## src/rtl/rca_ctrl_pkg.sv

```systemverilog
// Shared types and the full-adder cell for the chunked ripple-carry adder.
package rca_ctrl_pkg;

  localparam int SLICE_W = 4;

  typedef enum logic [1:0] {
    IDLE = 2'd0,
    RUN  = 2'd1,
    DONE = 2'd2
  } state_e;

  // One-bit full adder cell, result packed as {carry, sum}.
  function automatic logic [1:0] full_add(input logic x, input logic y, input logic ci);
    return {(x & y) | (ci & (x ^ y)), x ^ y ^ ci};
  endfunction

endpackage

```

## src/rtl/rca_slice4.sv

```systemverilog
// Combinational 4-bit ripple-carry slice built from the full-adder cell.
module rca_slice4
  import rca_ctrl_pkg::*;
(
  input  logic [SLICE_W-1:0] a4,
  input  logic [SLICE_W-1:0] b4,
  input  logic               ci,
  output logic [SLICE_W-1:0] s4,
  output logic               co
);

  logic [SLICE_W:0] c;

  always_comb begin
    c    = '0;
    s4   = '0;
    c[0] = ci;
    for (int i = 0; i < SLICE_W; i++) begin
      {c[i+1], s4[i]} = full_add(a4[i], b4[i], c[i]);
    end
  end

  assign co = c[SLICE_W];

endmodule

```

## src/rtl/rca_seq_ctrl.sv

```systemverilog
// Sequential WIDTH-bit adder reusing one 4-bit slice, LSB chunk first, one chunk per clock.
// Result appears NSLICE cycles after acceptance and is held until the consumer takes it.
module rca_seq_ctrl
  import rca_ctrl_pkg::*;
#(
  parameter int WIDTH = 16
) (
  input  logic             clk,
  input  logic             rst_n,
  input  logic             in_valid,
  output logic             in_ready,
  input  logic [WIDTH-1:0] a,
  input  logic [WIDTH-1:0] b,
  input  logic             cin,
  output logic             out_valid,
  input  logic             out_ready,
  output logic [WIDTH-1:0] sum,
  output logic             cout,
  output logic             busy
);

  localparam int NSLICE = WIDTH / SLICE_W;
  localparam int CNT_W  = (NSLICE > 1) ? $clog2(NSLICE) : 1;

  generate
    if ((WIDTH < SLICE_W) || ((WIDTH % SLICE_W) != 0)) begin : g_bad_width
      $error("rca_seq_ctrl: WIDTH must be a positive multiple of 4");
    end
  endgenerate

  state_e             state_q, state_d;
  logic [WIDTH-1:0]   a_q, a_d, b_q, b_d;
  logic [WIDTH-1:0]   acc_q, acc_d;
  logic [WIDTH-1:0]   sum_q, sum_d;
  logic               carry_q, carry_d;
  logic               cout_q, cout_d;
  logic [CNT_W-1:0]   cnt_q, cnt_d;
  logic [SLICE_W-1:0] slice_s;
  logic               slice_co;

  rca_slice4 u_slice (
    .a4 (a_q[SLICE_W-1:0]),
    .b4 (b_q[SLICE_W-1:0]),
    .ci (carry_q),
    .s4 (slice_s),
    .co (slice_co)
  );

  always_comb begin
    state_d = state_q;
    a_d     = a_q;
    b_d     = b_q;
    acc_d   = acc_q;
    sum_d   = sum_q;
    carry_d = carry_q;
    cout_d  = cout_q;
    cnt_d   = cnt_q;
    case (state_q)
      IDLE: begin
        if (in_valid) begin
          a_d     = a;
          b_d     = b;
          carry_d = cin;
          cnt_d   = '0;
          state_d = RUN;
        end
      end
      RUN: begin
        a_d     = a_q >> SLICE_W;
        b_d     = b_q >> SLICE_W;
        carry_d = slice_co;
        acc_d   = (acc_q >> SLICE_W) | (WIDTH'(slice_s) << (WIDTH - SLICE_W));
        cnt_d   = cnt_q + 1'b1;
        // Publish the finished word only on the last chunk so sum never shows partial data.
        if (cnt_q == CNT_W'(NSLICE - 1)) begin
          cnt_d   = cnt_q;
          sum_d   = acc_d;
          cout_d  = slice_co;
          state_d = DONE;
        end
      end
      DONE: begin
        if (out_ready) state_d = IDLE;
      end
      default: state_d = IDLE;
    endcase
  end

  always_ff @(posedge clk or negedge rst_n) begin
    if (!rst_n) begin
      state_q <= IDLE;
      a_q     <= '0;
      b_q     <= '0;
      acc_q   <= '0;
      sum_q   <= '0;
      carry_q <= 1'b0;
      cout_q  <= 1'b0;
      cnt_q   <= '0;
    end else begin
      state_q <= state_d;
      a_q     <= a_d;
      b_q     <= b_d;
      acc_q   <= acc_d;
      sum_q   <= sum_d;
      carry_q <= carry_d;
      cout_q  <= cout_d;
      cnt_q   <= cnt_d;
    end
  end

  assign in_ready  = (state_q == IDLE);
  assign out_valid = (state_q == DONE);
  assign busy      = (state_q != IDLE);
  assign sum       = sum_q;
  assign cout      = cout_q;

endmodule

```

## config.mk

```make
export PLATFORM = sky130hd
export DESIGN_NAME = rca_seq_ctrl
export DESIGN_NICKNAME = d
export VERILOG_FILES = /design/src/rtl/rca_ctrl_pkg.sv /design/src/rtl/rca_slice4.sv /design/src/rtl/rca_seq_ctrl.sv
export SDC_FILE = /design/constraint.sdc
export NUM_CORES = 1
export LEC_CHECK = 0
export ABC_AREA = 1
export CAP_MARGIN = 0
export CELL_PAD_IN_SITES_DETAIL_PLACEMENT = 1
export CELL_PAD_IN_SITES_GLOBAL_PLACEMENT = 2
export CORE_MARGIN = 2
export CORE_UTILIZATION = 31
export DETAILED_ROUTE_END_ITERATION = 8
export PLACE_DENSITY_LB_ADDON = 0.1
export SLEW_MARGIN = 20
export SYNTH_ARGS = -nofsm -noshare
export SYNTH_HDL_FRONTEND = slang
export SYNTH_SLANG_ARGS = --single-unit
```

## constraint.sdc

```tcl
create_clock -name clk -period 2.4 [get_ports clk]
set_input_delay 0.48 -clock clk [delete_from_list [all_inputs] [get_ports clk]]
set_output_delay 0.48 -clock clk [all_outputs]
set_load 0.02 [all_outputs]
```

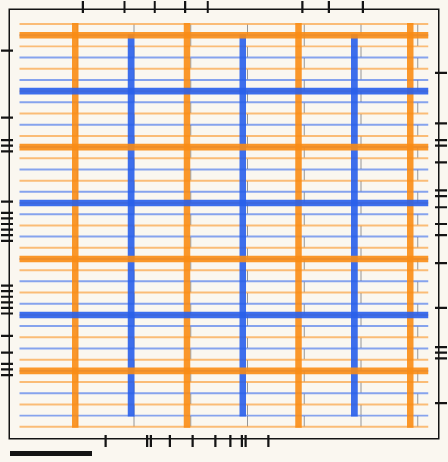
Run 1: floorplan with the power grid
The bar under the picture is 20 microns long. Pins as bars on the die edge. Tap cells in grey.
blue -> VDD
orange -> VSS
met5 straps = 7
met4 straps = 7
met1 rails = 37
rows = 36
signal pins = 57
chip height: 104 microns
VDD IR max: 428 uV
die x size: 104 microns
Core ar.: 9730 sq um

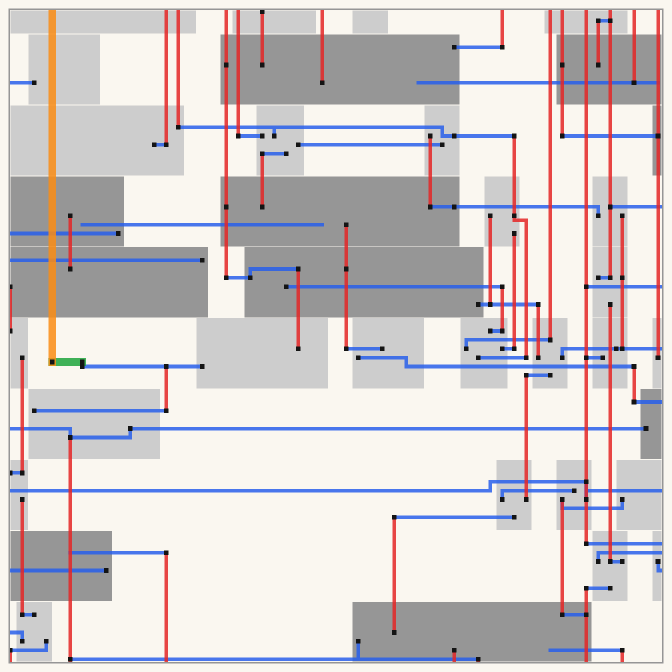
Run 1: layout detail
Region (66, 14) to (91, 39) microns. Cells in grey, sequential cells in the stronger grey; small squares are vias.
green -> M3
orange -> M4
blue -> M1
red -> M2
sequential cells in the window = 5
netlist names of flops here include = `acc_q` (2), `sum` (2)
most frequent = nand2_1 (11), dfrtp_1 (5), clkbuf_8 (2)
cells with their middle in the window = 24

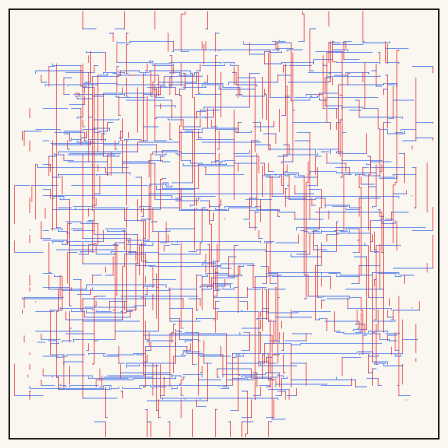
Run 1: routed metal, one colour a layer
Two of the layers only.
red -> M2  # wire length 3,290 microns
blue -> M1  # wire length 3,650 microns
via count: 2,469
WL final: 7330 microns

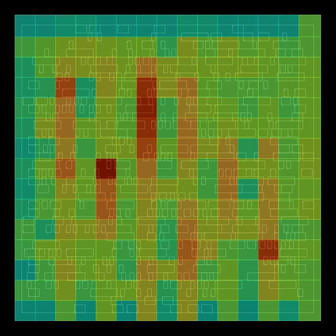
Run 1: track usage over the die
Tot GR Track Use: 0.145
busiest grt layer: met2

==> reports/metrics.csv, run 1 <==
metric;value;unit
met3 usage;0.0357;
commonest cells in the netlist;183 x nand2_1, 66 x dfrtp_1, 36 x nand3_1, 22 x inv_1, 13 x o21ai_2;
Slowest-stage cell, CP;clkdlybuf4s50_1;
layout cells sized above 1;0.111;
status;completed;
DR top layer;met4;
adder share;0.0298;
row count;36;
Clock Power;1030;uW
worst setup margin;0.213;ns
GR Overflow Total;0;
Clock Path Buffers;2;
Final Max-Slew Violation Tally;0;
xor+xnor area frac;0;
largest net degree at the start of global routing;43;
CP Capture Type;output port;
die area;10800;sq um
Routed WL per cell;13.0;microns
tool warnings;26;
MaxCap Viol Count;0;
number of port buffers;56;
Post-synth ARST share;1.00;
placed insts;548;
leakage;0.00203;uW
clk sinks;66;
I/O pin cnt;57;
total CTS buffers;9;
post-CTS sizing;0;
final setup vio count;0;
depth of the CTS H-tree;3;
reg-to-reg endpoint;sum[15];
met3 wire len;282;microns
Post-Syn Area;3100;sq um
clk_skew;0.0146;ns
top cells by area;dfrtp_1 53%, nand2_1 22%, nand3_1 5.8%, o21ai_2 3.7%, buf_6 2.9%;
Area Growth Syn to Fin;28.5;%
fmax;457;MHz
YS chip area;3100;sq um
Worst Setup EP;in_ready;
Synth Instances;369;
cycle use final;0.911;
startpoint types;flip-flop;
power share of the combinational group;0.466;
CTS tree;done;
most frequent cells in the layout;183 x nand2_1, 66 x dfrtp_1, 55 x clkdlybuf4s50_1;
Critical Path Stages;3;
Critical Path Start;state_q[1];
final net count;468;
Synth mux share;0;
Critical Path AT;1.71;ns
clk slew on worst S/H paths;0.07;ns
Place WS;0.245;ns
Finished Cell Area;3990;sq um
worst min path class;in -> async;
worst path cell trace;nor2_1 -> buf_4 -> clkdlybuf4s50_1;
sequential power share;0.344;
Tmin final;2.19;ns
Seq/Total Area, Yosys;0.532;
Worst Path Max Fanout;11;
final hold vios;0;
RSZ-0062 raised after global routing;no;
Psw;2290;uW
aoi share;0.0637;
GR Layer Usage met2;0.235;
ys cells;369;
slowest stage delay, CP;0.62;ns
slew margin rel.;0.603;
main flop type;dfrtp_1;
R2R depth;8;
Simple Share, Synth;0.292;
met1 GRT Util;0.188;
metal2 WL;3290;microns
Netlist cell types;19;
leading area contributor after synthesis;dfrtp_1;
actual slew at the worst max-slew pin;0.595;ns
Bufs and invs on worst path;2;
Pwr Total;5450;uW
clock power share;0.190;
## run 1: cell type report
type | instances | area [sq um]
clock inverter | 7 | 93.8
fill | 1211 | 5740
sequential | 66 | 1650
multi-input combinational | 257 | 1190
tap | 133 | 166
inverter | 25 | 93.8
timing repair buffer | 67 | 663
clock buffer | 9 | 124
## run 1: kinds of logic (layout without fill, tap and decap cells)
kind of cell | Yosys count | after routing
AND/OR/NAND/NOR | 225 | 225
flip-flops | 66 | 66
AND-OR/OR-AND | 27 | 27
adder cells (fa/ha/maj) | 5 | 5
buffers and inverters | 46 | 108
## run 1: flip-flops by register name (all words and copies together), names as in the netlist
signal	count
a_q	16
b_q	16
cout	1
cnt_q	2
sum	16
state_q	2
acc_q	12
carry_q	1
--- run 2 (diff from run 1) ---
--- a/config.mk
+++ b/config.mk
@@ -13,6 +13,7 @@
 export CORE_UTILIZATION = 31
 export DETAILED_ROUTE_END_ITERATION = 8
 export PLACE_DENSITY_LB_ADDON = 0.1
+export SKIP_CTS_REPAIR_TIMING = 1
 export SLEW_MARGIN = 20
 export SYNTH_ARGS = -nofsm -noshare
 export SYNTH_HDL_FRONTEND = slang
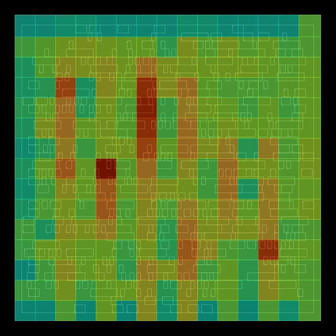
Run 2: track usage over the die
met1 GRT Util: 0.188
fin util: 0.410
Routed WL per cell: 13.0 microns

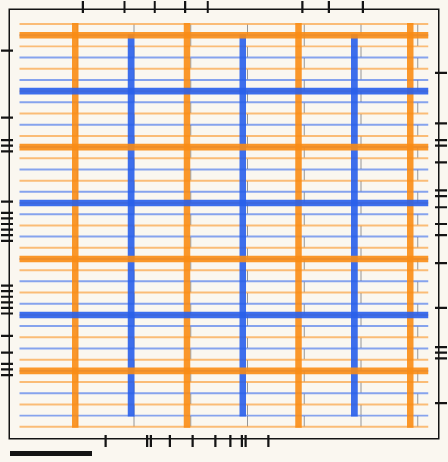
Run 2: floorplan with the power grid
The bar under the picture is 20 microns long. Pins as bars on the die edge. Tap cells in grey.
blue -> VDD
orange -> VSS
met4 straps = 7
met1 rails = 37
signal pins = 57
met5 straps = 7

==> run 2 against run 1 <==
  * Worst hold slack unchanged
  * Power unchanged
  * Die area unchanged
  * Non-clock buffer count unchanged
  * Critical path depth unchanged
  * Wire length unchanged
  * Clock skew unchanged
  * Clock power about the same
  * First-iteration DRC count unchanged
  * Combinational power about the same
  * Critical endpoint unchanged
  * Largest cell class unchanged
  * Largest power group unchanged
==> reports/metrics.csv, run 2 <==
metric;value;unit;change
number of port buffers;56;;unchanged
cycle use final;0.911;;unchanged
antenna diode count;0;;
main flop type;dfrtp_1;;
met3 usage;0.0357;;unchanged
Netlist cell types;19;;unchanged
slew margin rel.;0.603;;unchanged
vias in the first global route;2583;;
PwrDens;1370;nW/um^2;
startpoint types;flip-flop;;
busiest grt layer;met2;;
first-pass GRT wire length;12500;microns;
ys cells;369;;unchanged
R2R depth;8;;unchanged
via/cell ratio;4.38;;
slowest stage delay, CP;0.62;ns;about the same
Critical Path Start;state_q[1];;
final hold vios;0;;unchanged
CTS tree;done;;
Seq group;1870;uW;
DRT met1 WL;3650;microns;
sequential power share;0.344;;about the same
largest net degree at the start of global routing;43;;unchanged
final setup vio count;0;;unchanged
clk sinks;66;;unchanged
worst setup margin;0.213;ns;unchanged
syn_area_per_cell;8.41;sq um;
total area of sequential cells;1650;sq um;unchanged
worst min path class;in -> async;;
ANT nets after route;0;;
worst hold slack;0.141;ns;
Post-synth ARST share;1.00;;unchanged
commonest cells in the netlist;183 x nand2_1, 66 x dfrtp_1, 36 x nand3_1, 22 x inv_1, 13 x o21ai_2;;
Slowest-stage cell, CP;clkdlybuf4s50_1;;
Tmin final;2.19;ns;unchanged
most frequent cells in the layout;183 x nand2_1, 66 x dfrtp_1, 55 x clkdlybuf4s50_1;;
Seq/Total Area, Yosys;0.532;;unchanged
Setup TNS;0;ns;
Area Growth Syn to Fin;28.5;%;unchanged
GR Layer Usage met2;0.235;;unchanged
top cells by area;dfrtp_1 53%, nand2_1 22%, nand3_1 5.8%, o21ai_2 3.7%, buf_6 2.9%;;
MaxCap Viol Count;0;;unchanged
RSZ-0062 raised after global routing;no;;
clk slew on worst S/H paths;0.07;ns;about the same
power share of the combinational group;0.466;;about the same
Psw;2290;uW;unchanged
placed insts;548;;unchanged
Switching Fraction;0.420;;
clk_lat worst skew;0.34;ns;
Initial Utilization;0.319;;
Worst Setup EP;in_ready;;
DP HPWL;5020;microns;
number of synthesized flops with an enable pin;0;;
drt pass-1 iters;4;;
Synth flops;66;;
Critical Path AT;1.71;ns;about the same
row count;36;;unchanged
cell internal pwr;3160;uW;
Final Max-Slew Violation Tally;0;;unchanged
leading area contributor after synthesis;dfrtp_1;;
most frequent logic cell in the layout;nand2_1;;
Core ar.;9730;sq um;unchanged
metal2 WL;3290;microns;unchanged
Clock Path Buffers;2;;unchanged
post-synth net total;411;;
Clock Power;1030;uW;about the same
tool warnings;26;;unchanged
comb. cell area;1190;sq um;unchanged
Crit Path Category;reg -> out;;
VDD IR max;428;uV;unchanged
Finished Cell Area;3990;sq um;unchanged
I/O pin cnt;57;;unchanged
GR Overflow Total;0;;unchanged
P_comb;2540;uW;
via count;2469;;unchanged
yosys warning tally;0;;
Pwr Total;5450;uW;unchanged
WL final;7330;microns;unchanged
reg-to-reg endpoint;sum[15];;
clk_skew;0.0146;ns;unchanged
Tot GR Track Use;0.145;;unchanged
Post-Syn Area;3100;sq um;unchanged
die x size;104;microns;unchanged
GPL Wtd Cong;0.727;;
antenna violations before repair;0;;
top power group;combinational cells;;
initial DRC count;83;;
chip height;104;microns;unchanged
Top-area cell share;0.532;;
root buffer cell;clkbuf_8;;
die area;10800;sq um;unchanged
final net count;468;;unchanged
fmax;457;MHz;unchanged
Post-route DRC;0;;
CP Capture Type;output port;;
status;completed;;
R2R Setup Slk;0.25;ns;
post-route insts no fill;564;;
Placed Instance Area;3770;sq um;
Synth Instances;369;;unchanged
worst endpoint required time;1.92;ns;
DR top layer;met4;;
Worst Path Max Fanout;11;;unchanged
count leader, synth;nand2_1;;
clock power share;0.190;;about the same
actual slew at the worst max-slew pin;0.595;ns;unchanged
leakage;0.00203;uW;unchanged
RR Startpoint;a_q[0];;
worst path cell trace;nor2_1 -> buf_4 -> clkdlybuf4s50_1;;
total CTS buffers;9;;unchanged
Place WS;0.245;ns;unchanged
depth of the CTS H-tree;3;;unchanged
Layout fillers;1211;;unchanged
layout cells sized above 1;0.111;;unchanged
YS chip area;3100;sq um;unchanged
met3 wire len;282;microns;unchanged
[run 2: cell counts after synthesis]
No cell type changed its count.
[run 2: final cells by class]
| class | count | share of cell area |
|---|---|---|
| clock buffers | 9 | 0.0311 |
| flip-flops and latches | 66 | 0.414 |
| clock inverters | 7 | 0.0235 |
| multi-input cells | 257 | 0.300 |
| repair buffers | 67 | 0.166 |
| inverters | 25 | 0.0235 |
| well taps | 133 | 0.0417 |
[run 2: logic make-up after synthesis]
group	synth area share
simple gates	0.292
fa+ha+maj	0.0298
buf+inv	0.0827
flops	0.532
compound gates	0.0637
[run 2: worst max-delay path, delay by kind of cell (launching register included)]
kind | cells | cell delay [ns]
buf+inv | 2 | 0.80
simple gates | 1 | 0.13
flops | 1 | 0.44
Power is estimated from default activity; no workload was simulated.
